`src/rtl/timer_pkg.sv`:
```
// -----------------------------------------------------------------------------
// timer_pkg
//   Shared definitions for the timer control block: FSM state encoding and
//   the default counter width.
// -----------------------------------------------------------------------------
package timer_pkg;

    // Default counter / limit width.
    localparam int CNT_W_DEFAULT = 8;

    // FSM state encoding. The encoding is visible on the state output port,
    // so the values are fixed.
    typedef enum logic [1:0] {
        ST_IDLE  = 2'b00,
        ST_RUN   = 2'b01,
        ST_PAUSE = 2'b10,
        ST_DONE  = 2'b11
    } state_e;

    // True in the states where a start command is acted upon.
    function automatic logic start_allowed(input state_e s);
        return (s != ST_RUN);
    endfunction

endpackage : timer_pkg

```
`src/rtl/tick_gen.sv`:
```
// -----------------------------------------------------------------------------
// tick_gen
//   Prescaler for the timer. While enabled it counts 0..PRESCALE-1 and
//   raises tick during the cycle in which it sits at PRESCALE-1; on that edge
//   it wraps to 0. While disabled it holds its value. zero forces it back to
//   0 and suppresses tick.
//
// Ports
//   clock        in   system clock, rising edge
//   reset_start  in   synchronous active-high reset
//   enable       in   advance the prescaler this cycle
//   zero         in   clear the prescaler this cycle (wins over enable)
//   tick         out  combinational: enable && prescaler == PRESCALE-1
// -----------------------------------------------------------------------------
module tick_gen #(
    parameter int PRESCALE = 10
) (
    input  logic clock,
    input  logic reset_start,
    input  logic enable,
    input  logic zero,
    output logic tick
);

    localparam int            PW   = (PRESCALE > 1) ? $clog2(PRESCALE) : 1;
    localparam logic [PW-1:0] LAST = PW'(PRESCALE - 1);

    logic [PW-1:0] presc_q;
    logic [PW-1:0] presc_d;

    always_comb begin
        // NOTE: every output of a combinational block gets a default first so
        // no path leaves it unassigned, which would otherwise infer a latch.
        presc_d = presc_q;
        tick    = 1'b0;

        if (zero) begin
            presc_d = '0;
        end else if (enable) begin
            if (presc_q == LAST) begin
                presc_d = '0;
                tick    = 1'b1;
            end else begin
                presc_d = presc_q + PW'(1);
            end
        end
    end

    // NOTE: sequential state is updated with non-blocking assignments so all
    // flops sample their inputs from the same pre-edge values.
    always_ff @(posedge clock) begin
        if (reset_start) begin
            presc_q <= '0;
        end else begin
            presc_q <= presc_d;
        end
    end

endmodule : tick_gen

```
`src/rtl/timer_ctrl.sv`:
```
// -----------------------------------------------------------------------------
// timer_ctrl
//   Control FSM for an up-counting timer with built-in prescaler, pause /
//   resume, clear, programmable terminal count and optional auto-reload.
//   The counter advances once per prescaler tick while in RUN.
//
// Ports
//   clock        in   system clock, rising edge
//   reset_start  in   synchronous active-high reset, beats every command
//   start        in   start (IDLE/DONE) or resume (PAUSE)
//   stop         in   pause, effective only in RUN
//   clear        in   back to IDLE with counter zeroed, limit kept
//   load         in   latch limit_in into the limit register (not in RUN)
//   limit_in     in   new terminal count
//   auto_reload  in   1: wrap to 0 at the limit and keep running
//                     0: hold the count and stop in DONE
//   counter      out  current count (registered)
//   limit        out  active terminal count (registered)
//   running      out  high only while state is RUN (registered)
//   expired      out  one-cycle pulse after a terminal tick (registered)
//   state        out  IDLE=00, RUN=01, PAUSE=10, DONE=11 (registered)
//
// Command priority in one cycle: clear > stop > start > load. A command that
// has no effect in the current state (stop outside RUN, start in RUN) does
// not block the ones below it.
//
// The prescaler advances on every edge taken from RUN, including the edge
// on which stop is accepted, so a pause/resume never loses or adds a clock
// of RUN time. If a terminal tick without auto-reload coincides with stop,
// the count has finished and the FSM goes to DONE rather than PAUSE.
// -----------------------------------------------------------------------------
module timer_ctrl
    import timer_pkg::*;
#(
    parameter int CNT_W         = CNT_W_DEFAULT,
    parameter int PRESCALE      = 10,
    parameter int DEFAULT_LIMIT = 99
) (
    input  logic             clock,
    input  logic             reset_start,
    input  logic             start,
    input  logic             stop,
    input  logic             clear,
    input  logic             load,
    input  logic [CNT_W-1:0] limit_in,
    input  logic             auto_reload,
    output logic [CNT_W-1:0] counter,
    output logic [CNT_W-1:0] limit,
    output logic             running,
    output logic             expired,
    output logic [1:0]       state
);

    state_e             state_q,   state_d;
    logic [CNT_W-1:0]   counter_q, counter_d;
    logic [CNT_W-1:0]   limit_q,   limit_d;
    logic               running_q, running_d;
    logic               expired_q, expired_d;

    logic               tick;
    logic               presc_zero;
    logic               terminal;

    // The prescaler only runs in RUN; it is held in PAUSE and forced to 0 in
    // IDLE and DONE, and on a clear from any state.
    assign presc_zero = clear || (state_q == ST_IDLE) || (state_q == ST_DONE);

    tick_gen #(
        .PRESCALE (PRESCALE)
    ) u_tick_gen (
        .clock       (clock),
        .reset_start (reset_start),
        .enable      (state_q == ST_RUN),
        .zero        (presc_zero),
        .tick        (tick)
    );

    // >= rather than == so a limit lowered below the count during PAUSE
    // expires on the first tick after resume instead of running to 2^CNT_W.
    assign terminal = (counter_q >= limit_q);

    // ---------------------------------------------------------------------
    // State register (plus the registered datapath and outputs)
    // ---------------------------------------------------------------------
    always_ff @(posedge clock) begin
        if (reset_start) begin
            state_q   <= ST_IDLE;
            counter_q <= '0;
            limit_q   <= CNT_W'(DEFAULT_LIMIT);
            running_q <= 1'b0;
            expired_q <= 1'b0;
        end else begin
            state_q   <= state_d;
            counter_q <= counter_d;
            limit_q   <= limit_d;
            running_q <= running_d;
            expired_q <= expired_d;
        end
    end

    // ---------------------------------------------------------------------
    // Next-state logic
    // ---------------------------------------------------------------------
    always_comb begin
        state_d = state_q;

        if (clear) begin
            state_d = ST_IDLE;
        end else begin
            unique case (state_q)
                ST_RUN: begin
                    if (tick && terminal && !auto_reload) begin
                        state_d = ST_DONE;
                    end else if (stop) begin
                        state_d = ST_PAUSE;
                    end
                end
                ST_IDLE, ST_PAUSE, ST_DONE: begin
                    if (start_allowed(state_q) && start) begin
                        state_d = ST_RUN;
                    end
                end
                default: state_d = ST_IDLE;
            endcase
        end
    end

    // ---------------------------------------------------------------------
    // Output / datapath logic: counter, limit, expiry and running flag
    // ---------------------------------------------------------------------
    always_comb begin
        counter_d = counter_q;
        limit_d   = limit_q;
        expired_d = 1'b0;

        if (!clear) begin
            unique case (state_q)
                ST_RUN: begin
                    // Limit is frozen while counting; only ticks move the count.
                    if (tick) begin
                        if (terminal) begin
                            expired_d = 1'b1;
                            if (auto_reload) begin
                                counter_d = '0;
                            end
                        end else begin
                            counter_d = counter_q + CNT_W'(1);
                        end
                    end
                end
                ST_DONE: begin
                    // A restart from DONE begins a fresh count.
                    if (start) begin
                        counter_d = '0;
                    end else if (load) begin
                        limit_d = limit_in;
                    end
                end
                ST_IDLE, ST_PAUSE: begin
                    if (!start && load) begin
                        limit_d = limit_in;
                    end
                end
                default: begin
                    counter_d = '0;
                end
            endcase
        end else begin
            counter_d = '0;
        end

        running_d = (state_d == ST_RUN);
    end

    assign counter = counter_q;
    assign limit   = limit_q;
    assign running = running_q;
    assign expired = expired_q;
    assign state   = state_q;

endmodule : timer_ctrl

```
`config.mk`:
```
export PLATFORM = sky130hd
export DESIGN_NAME = timer_ctrl
export DESIGN_NICKNAME = d
export VERILOG_FILES = /design/src/rtl/timer_pkg.sv /design/src/rtl/tick_gen.sv /design/src/rtl/timer_ctrl.sv
export SDC_FILE = /design/constraint.sdc
export NUM_CORES = 1
export LEC_CHECK = 0
export CORE_MARGIN = 1
export CORE_UTILIZATION = 47
export CTS_CLUSTER_SIZE = 20
export DETAILED_ROUTE_END_ITERATION = 8
export PLACE_DENSITY = 0.78
export SLEW_MARGIN = 20
export SYNTH_ARGS = -nofsm -noshare
export SYNTH_HDL_FRONTEND = slang
export SYNTH_SLANG_ARGS = --single-unit
```
`constraint.sdc`:
```
create_clock -name clock -period 2.3 [get_ports clock]
set_input_delay 0.23 -clock clock [delete_from_list [all_inputs] [get_ports clock]]
set_output_delay 0.23 -clock clock [all_outputs]
set_load 0.01 [all_outputs]
```
==> run_1/route_heat.png <==
11 x 11 tiles, from black (low) to pale yellow (high), scaled to the fullest tile. Values are wire area over tile area, all layers added.
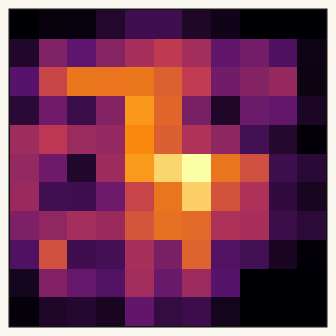
fullest tile: 0.56
mean over tiles: 0.17
emptiest ninth of the die: bottom right
nearly empty tiles: 11%
densest ninth of the die: middle

==> run_1/clock_wires.png <==
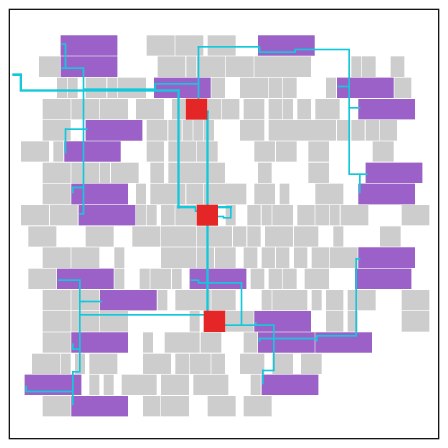
legend:
  flip-flops:
    color: purple
    count: 24
  clock wires:
    color: cyan
    length: 278 um
  clock-net drivers:
    color: red
    count: 3
routed clock nets: 4
flops lie: spread over the die

==> results.toml, run 1 <==
# generated from flow reports
[synth]
synthesized_net_count = 171
numSynthFlops = 24
yosys-stat-cells = 147
syn_area_per_cell_um2 = 8.94
post_synth_num_cell_types = 38
syn_area_um2 = 1310
number_of_enable_type_register_cells_in_the_synthesized_netlist = 0
synth_async_sr_flop_share_pct = 0
yosys_area_um2 = 1310
synth_top_flop_cell = "dfxtp_1"
yosysWarnings = 0
syn-instance-count = 147
postSynthSeqShare_pct = 36.6

[layout]
insertedDiodeCount = 0
flow.area_growth_from_synthesis_pct = 35.9
design_area_um2 = 1790
drive_above_1_share_pct = 9.84
finish.utilization_pct = 69.5
num-nets-final = 219

[detailed_routing]
dr.first_iter.drc_count = 39
via_per_inst = 5.66
drt_wl_total_um = 3220
drc = 0
wire_per_inst_um = 14.5
detailedRoute.firstPassIterationCount = 4
drt.antenna.violating_nets = 0
num_vias = 1262

[flow_run]
log.warning_count = 26
maxCapViolations = 0

[sta]
max_freq_mhz = 455
fin_crit_sh_pct = 95.6
timing.final.setup_violations = 0
timing_max_transition_violations_final = 0
fin_worst_skew_ps = 4.96
totalNegativeSetupSlack_ps = 0
pnr_worst_setup_slack_ps = 102
grt_setup_unrepaired = "no"
finalHoldViolations = 0
slew_worst_pin_ps = 516
period_needed_ps = 2200
relSlewSlack_pct = 65.5

[worst_setup_path]
critical_path_buf_inv_count = 0
cp_max_fo = 6
critPathCaptureType = "register"
critical-path-max-stage-delay_ps = 460
required_ps = 2510
start_kind = "register"
critPathTopFamily = "AND-OR/OR-AND gates"
worstPathCellList = "ha_1 > a21o_1 > a221oi_1 > o221ai_2 > and2_4 > a221o_1"
crit_arrival_ps = 2410
timing.setup.critical_path_class = "reg -> reg"
worst-r2r-cell-count = 6
crit_slowest_cell = "dfxtp_1"
timing.critical_path.depth = 6

[worst_hold_path]
timing.hold.worst_path_depth = 3
timing.hold.worst.class = "in -> reg"

[clock_network]
max-clock-path-buffers = 2
tritoncts.num_buffers = 3
clock_tree.htree_level_count = 1
cts_hold_repair_buffers = 0
ctsRootBufferMaster = "clkbuf_4"
clock_insertion_delay_worst_skew_ps = 310
tritoncts_num_sinks = 24
cts_tree = "yes"
cts.reportedPaths.clkPinSlew_ps = 130

[floorplan]
die_area_um2 = 3010
floorplanUtilization_pct = 51.2
coreArea_um2 = 2570
placementRows = 18
die_width_um = 54.9
fp.dieH_um = 54.9
floorplan.io_pins = 35

[grt]
grt_pass1_wl_um = 5210
grt_overflow = 0
grt_start_max_net_pins = 13
grt_resource_usage_total_pct = 24.7
antenna_found_initial = 0
first_global_vias = 1186

[place]
place_congestion = 0.893
detailed_place_hpwl_um = 2510
post_dp_cell_area_um2 = 1740
dp_worst_setup_slack_ps = 134
numPortBuffers = 34

[power]
cellLeakagePower_uw = 0.000824
total_power_uw = 711
max-vdd-ir-drop_mv = 0.312
power.density_cell_area_nw_per_um2 = 398

[run_status]
status = "finished, final reports clean"
==> run_1/closeup.png <==
The bar under the picture is 10 um long. Window x 15 to 40, y 4 to 29 um. Cells in gray, sequential cells in the stronger gray; small squares are vias.
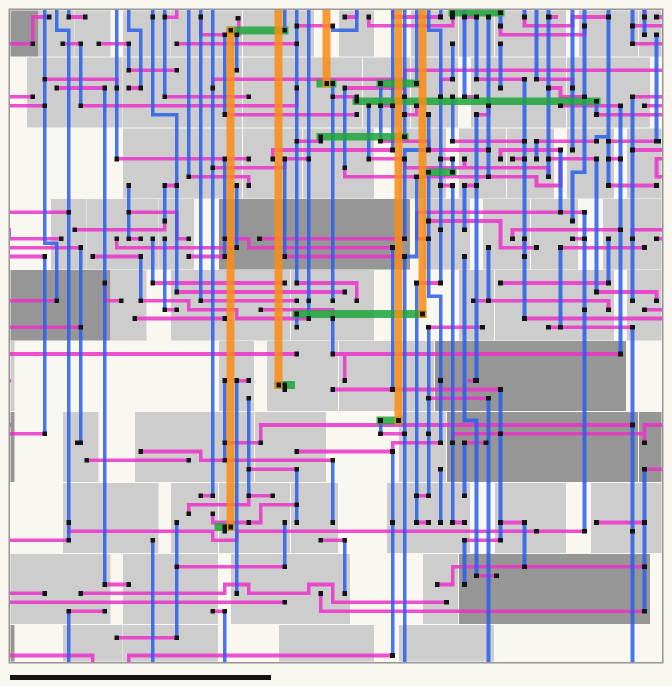
legend:
  M2:
    color: blue
  M1:
    color: magenta
  M4:
    color: orange
  M3:
    color: green
most frequent: nand3_1 (11), ha_1 (8), inv_1 (7)
netlist names of flops here include: counter (4), limit (1)
cells with their middle in the window: 65
sequential cells in the window: 5

==> run 1: power by group <==
group          internal, uW  switching, uW
logic                  55.1           41.6
clock network          61.3            123
registers               423           7.26
total                   539            171
==> run 1: synth_stat cells (2+ instances only) <==
library cell | n | area, um^2
inv_1 | 12 | 45.0
nand3_1 | 14 | 70.1
and3_1 | 3 | 18.8
nor2_1 | 14 | 52.6
o211a_1 | 2 | 20.0
nor3_1 | 4 | 20.0
dfxtp_1 | 24 | 480
a21o_1 | 2 | 15.0
ha_1 | 9 | 113
mux2i_1 | 9 | 90.1
nor2b_1 | 4 | 25.0
a21oi_1 | 6 | 30.0
a221o_1 | 4 | 40.0
o21ai_0 | 6 | 30.0
nand2_1 | 11 | 41.3
==> run 1: sequential cells by signal, summed over array words and instances (netlist names) <==
| name | cells |
|---|---|
| u_tick_gen.presc_q | 4 |
| limit | 8 |
| running | 1 |
| counter | 8 |
| expired | 1 |
| state | 2 |
==> run 1: area by class of cell <==
type / instances / area, um^2
fillers: 211 / 782
clock buffers: 3 / 22.5
well taps: 30 / 37.5
repair buffers: 44 / 415
flip-flops and latches: 24 / 480
inverters: 12 / 45.0
multi-input cells: 110 / 785
==> run 1: worst reg2reg max path, stage by stage (launching register included) <==
cell and delay, ps:
dfxtp_1 460, ha_1 290, a21o_1 200, a221oi_1 420, o221ai_2 200, and2_4 200
a221o_1 330
==> run 1: logic make-up after synthesis <==
logic type / count (synthesis) / synth area share (%)
buffers and inverters: 13 / 3.71
XOR/XNOR: 1 / 0.667
AND/OR/NAND/NOR: 60 / 25.0
AND-OR/OR-AND: 31 / 18.7
multiplexers: 9 / 6.86
adder cells (fa/ha/maj): 9 / 8.57
flip-flops: 24 / 36.6
==> run 1: per-layer routing <==
metal / share of wire [%] / global-route usage (%) / vias to the layer above
met2: 46 / 39.8 / 49
met5: 0 / 0 / -
met1: 46 / 31.8 / 573
met4: 2.9 / 11.5 / 0
met3: 4.7 / 3.61 / 13
li1: - / - / 627
==> run 1: path summary, 6_finish.rpt <==
kind	start	to	slack (ps)
worst max register to register	counter[6]	counter[7]	100
worst min register to register	u_tick_gen.presc_q[3]	u_tick_gen.presc_q[3]	510
worst max-delay path	counter[6]	counter[7]	100
worst min-delay path	limit_in[0]	limit[0]	500
==> run 1: through the flow <==
stage / hold WS (ps) / cells
3_5_place_dp: 494 / 217
3_3_place_gp: 468 / 217
2_1_floorplan: 309 / 147
4_1_cts: 509 / 220
5_1_grt: 510 / 223
6_report: 500 / 223
==> run 1: placed cells by master (no fill, tap or decap), types with 3 or more instances in the layout <==
cell             instances
inv_1                   12
nor2b_1                  4
ha_1                     9
nand2_1                 11
buf_4                   10
dfxtp_1                 24
a21oi_1                  6
nand3_1                 14
o21ai_0                  6
clkbuf_4                 3
nor2_1                  14
nor3_1                   4
clkdlybuf4s50_1         34
mux2i_1                  9
and3_1                   3
a221o_1                  4
==> run 1: repair_timing <==
item | in CTS | in global routing
resized | 0 | 0
setup endpoints to repair | 0 | 5
setup buffers | 0 | 3
==> run_1/placed.png <==
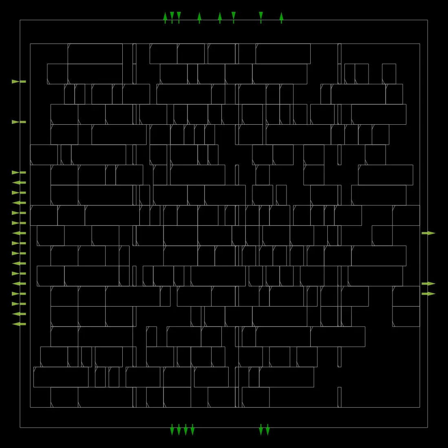

==> inputs of run 2 (changes only) <==
--- a/config.mk
+++ b/config.mk
@@ -5,6 +5,7 @@
 export SDC_FILE = /design/constraint.sdc
 export NUM_CORES = 1
 export LEC_CHECK = 0
+export CORE_ASPECT_RATIO = 0.8
 export CORE_MARGIN = 1
 export CORE_UTILIZATION = 47
 export CTS_CLUSTER_SIZE = 20
==> run_2/placed.png <==
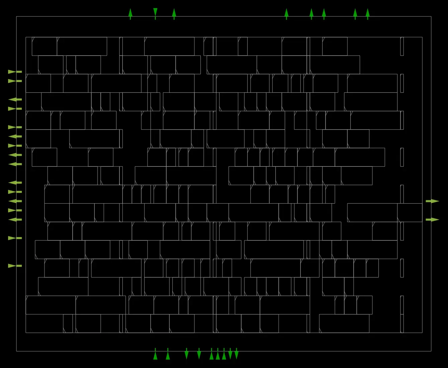
share of cell area taken by flip-flops and latches: 27.1%
number of sequential storage elements: 24

==> results.toml, run 2 <==
# generated from flow reports
[synth]
syn-instance-count = 147
yosys-stat-cells = 147
numSynthFlops = 24
synthesized_net_count = 171
synth.cellmix.adderShare_pct = 8.57
synth.comb.largest_family = "simple AND/OR/NAND/NOR gates"
synth_top_cell_by_count = "dfxtp_1"
netlist.top_cell.by_area = "dfxtp_1"
synthXorXnorAreaFrac_pct = 0.667
synth_compound_gate_area_share_pct = 18.7
top_cells_by_count = "24 x dfxtp_1, 14 x nand3_1, 14 x nor2_1, 12 x inv_1, 11 x nand2_1"
number_of_enable_type_register_cells_in_the_synthesized_netlist = 0
synth_top_flop_cell = "dfxtp_1"
yosysWarnings = 0
post_synth_mux_area_share_pct = 6.86
synth_async_sr_flop_share_pct = 0
post_synth_num_cell_types = 38
yosys.area_share.simple_pct = 25.0
netlist_top_cells_area = "dfxtp_1 37%, ha_1 8.6%, mux2i_1 6.9%, nand3_1 5.3%, nor2_1 4.0%"
syn_area_per_cell_um2 = 8.94
yosys_area_um2 = 1310
postSynthSeqShare_pct = 36.6
syn_area_um2 = 1310
synth_top_area_share_pct = 36.6

[floorplan]
die_width_um = 61.1
die_area_um2 = 3010
coreArea_um2 = 2540
floorplan.io_pins = 35
fp.dieH_um = 49.3
floorplanUtilization_pct = 51.7
placementRows = 16

[grt]
first_global_vias = 1211
grt_pass1_wl_um = 5380
grt_start_max_net_pins = 13
grt_overflow = 0
antenna_found_initial = 0
grt_resource_usage_total_pct = 24.2

[detailed_routing]
via_per_inst = 5.42
drt.antenna.violating_nets = 0
drc = 0
detailedRoute.firstPassIterationCount = 4
num_vias = 1231
wire_per_inst_um = 13.7
drt_wl_total_um = 3110
dr.first_iter.drc_count = 57

[sta]
max_freq_mhz = 460
timing.hold.ws_ps = 491
timing_max_transition_violations_final = 0
timing.final.setup_violations = 0
period_needed_ps = 2170
slew_worst_pin_ps = 540
relSlewSlack_pct = 63.9
fin_crit_sh_pct = 94.5
fin_worst_skew_ps = 3.44
finalHoldViolations = 0

[layout]
area.combinational_um2 = 785
layout_top_cell = "clkdlybuf4s50_1"
mostFrequentLayoutCells = "34 x clkdlybuf4s50_1, 23 x dfxtp_1, 14 x nand3_1, 14 x nor2_1, 12 x inv_1"
regArea_um2 = 482
drive_above_1_share_pct = 9.42
num-nets-final = 217
design_area_um2 = 1780
layout.filler_cells = 214
insertedDiodeCount = 0
flow.area_growth_from_synthesis_pct = 35.4

[run_status]
status = "finished, final reports clean"

[worst_hold_path]
timing.hold.worst_path_depth = 3
hold_path.startpoint = "limit_in[5]"
timing.hold.worst.class = "in -> reg"
hold-path-endpoint = "limit[5]"

[power]
max-vdd-ir-drop_mv = 0.275
cellLeakagePower_uw = 0.000814
total_power_uw = 711
power.density_cell_area_nw_per_um2 = 400

[clock_network]
max-clock-path-buffers = 2
tritoncts_num_sinks = 24
cts.reportedPaths.clkPinSlew_ps = 120
clock_tree.htree_level_count = 1
clock_insertion_delay_worst_skew_ps = 320
ctsRootBufferMaster = "clkbuf_4"
tritoncts.num_buffers = 3
cts_tree = "yes"

[worst_setup_path]
critPathCaptureType = "register"
worstPathCellList = "inv_1 > ha_1 > a21o_1 > a221o_1 > a211oi_4 > buf_4 > and3_1 > a221o_1"
reg2reg_from = "limit[6]"
timing.critical_path.from = "limit[6]"
start_kind = "register"
ff2ff_setup_slack_ps = 130
reg2reg_to = "counter[6]"
critical-path-max-stage-delay_ps = 400
critical_path_buf_inv_count = 2
worst_path_most_repeated_cell = "a221o_1"
crit_slowest_cell = "a221o_1"
timing.setup.critical_path_class = "reg -> reg"
crit_arrival_ps = 2450
required_ps = 2570
cp_max_fo = 9
worst-r2r-cell-count = 8
critPathTopFamily = "AND-OR/OR-AND gates"

[place]
post_dp_cell_area_um2 = 1730
numPortBuffers = 34
detailed_place_hpwl_um = 2480
place_congestion = 0.861

[flow_run]
maxCapViolations = 0
log.warning_count = 26
[run 2: cell counts after synthesis]
No cell type changed its count.
[run 2: worst reg2reg max path: stages, from the launching register on]
cell and delay, ps:
dfxtp_1 370, inv_1 60, ha_1 300, a21o_1 180
a221o_1 400, a211oi_4 390, buf_4 190, and3_1 140
a221o_1 100
[run 2: power by group]
group / switching [uW] / internal, uW
sequential: 7.17 / 423
combinational: 40.7 / 55.0
clock: 124 / 61.5
total: 172 / 539
[run 2: area by class of cell]
cell class              instances  share of cell area, %
repair buffers                 42                   22.5
inverters                      12                   2.53
flip-flops and latches         24                   27.1
multi-input cells             110                   44.1
well taps                      36                   2.53
clock buffers                   3                   1.27
[run 2: kinds of logic (layout without fill, tap and decap cells)]
logic type | count (synthesis) | count (layout)
simple gates | 60 | 60
compound gates | 31 | 31
flops | 24 | 24
buf+inv | 13 | 57
fa+ha+maj | 9 | 9
mux | 9 | 9
xor+xnor | 1 | 1
[run 2: worst max path at each step]
stage / end / slack, ps / cells after the start
6_report: counter[6] / 130 / 8
5_1_grt: counter[2] / -7 / 7
4_1_cts: counter[7] / 180 / 7
3_5_place_dp: counter[7] / 200 / 5
3_3_place_gp: counter[7] / 230 / 6
2_1_floorplan: counter[5] / 320 / 7
[run 2: per-layer routing]
metal,track usage (%),part of all wire [%],vias to the layer above,wire (um)
met5,0,0,-,0
met4,6.06,1.1,0,34
met3,8.22,6.0,5,187
met2,38.2,46,38,1410
met1,31.0,47,567,1470
li1,-,-,621,-
[run 2: per-stage QoR]
step | cells | utilization (%) | TNS, ps | worst slack [ps]
global route | 227 | 70.0 | -6.82 | -6.82
floorplan | 147 | - | 0 | 323
finish | 227 | 70.0 | 0 | 128
CTS | 224 | 69.0 | 0 | 181
detailed placement | 221 | 68.2 | 0 | 195
global placement | 221 | 68.2 | 0 | 230
[run 2: repair_timing]
| action | 4_1_cts | 5_1_grt |
|---|---|---|
| hold endpoints to repair | 0 | 0 |
| gates resized | 0 | 1 |
| buffers inserted | 0 | 3 |
| endpoints found under the setup margin | 0 | 1 |
| hold buffers | 0 | 0 |
Power and IR drop assume default switching activity.
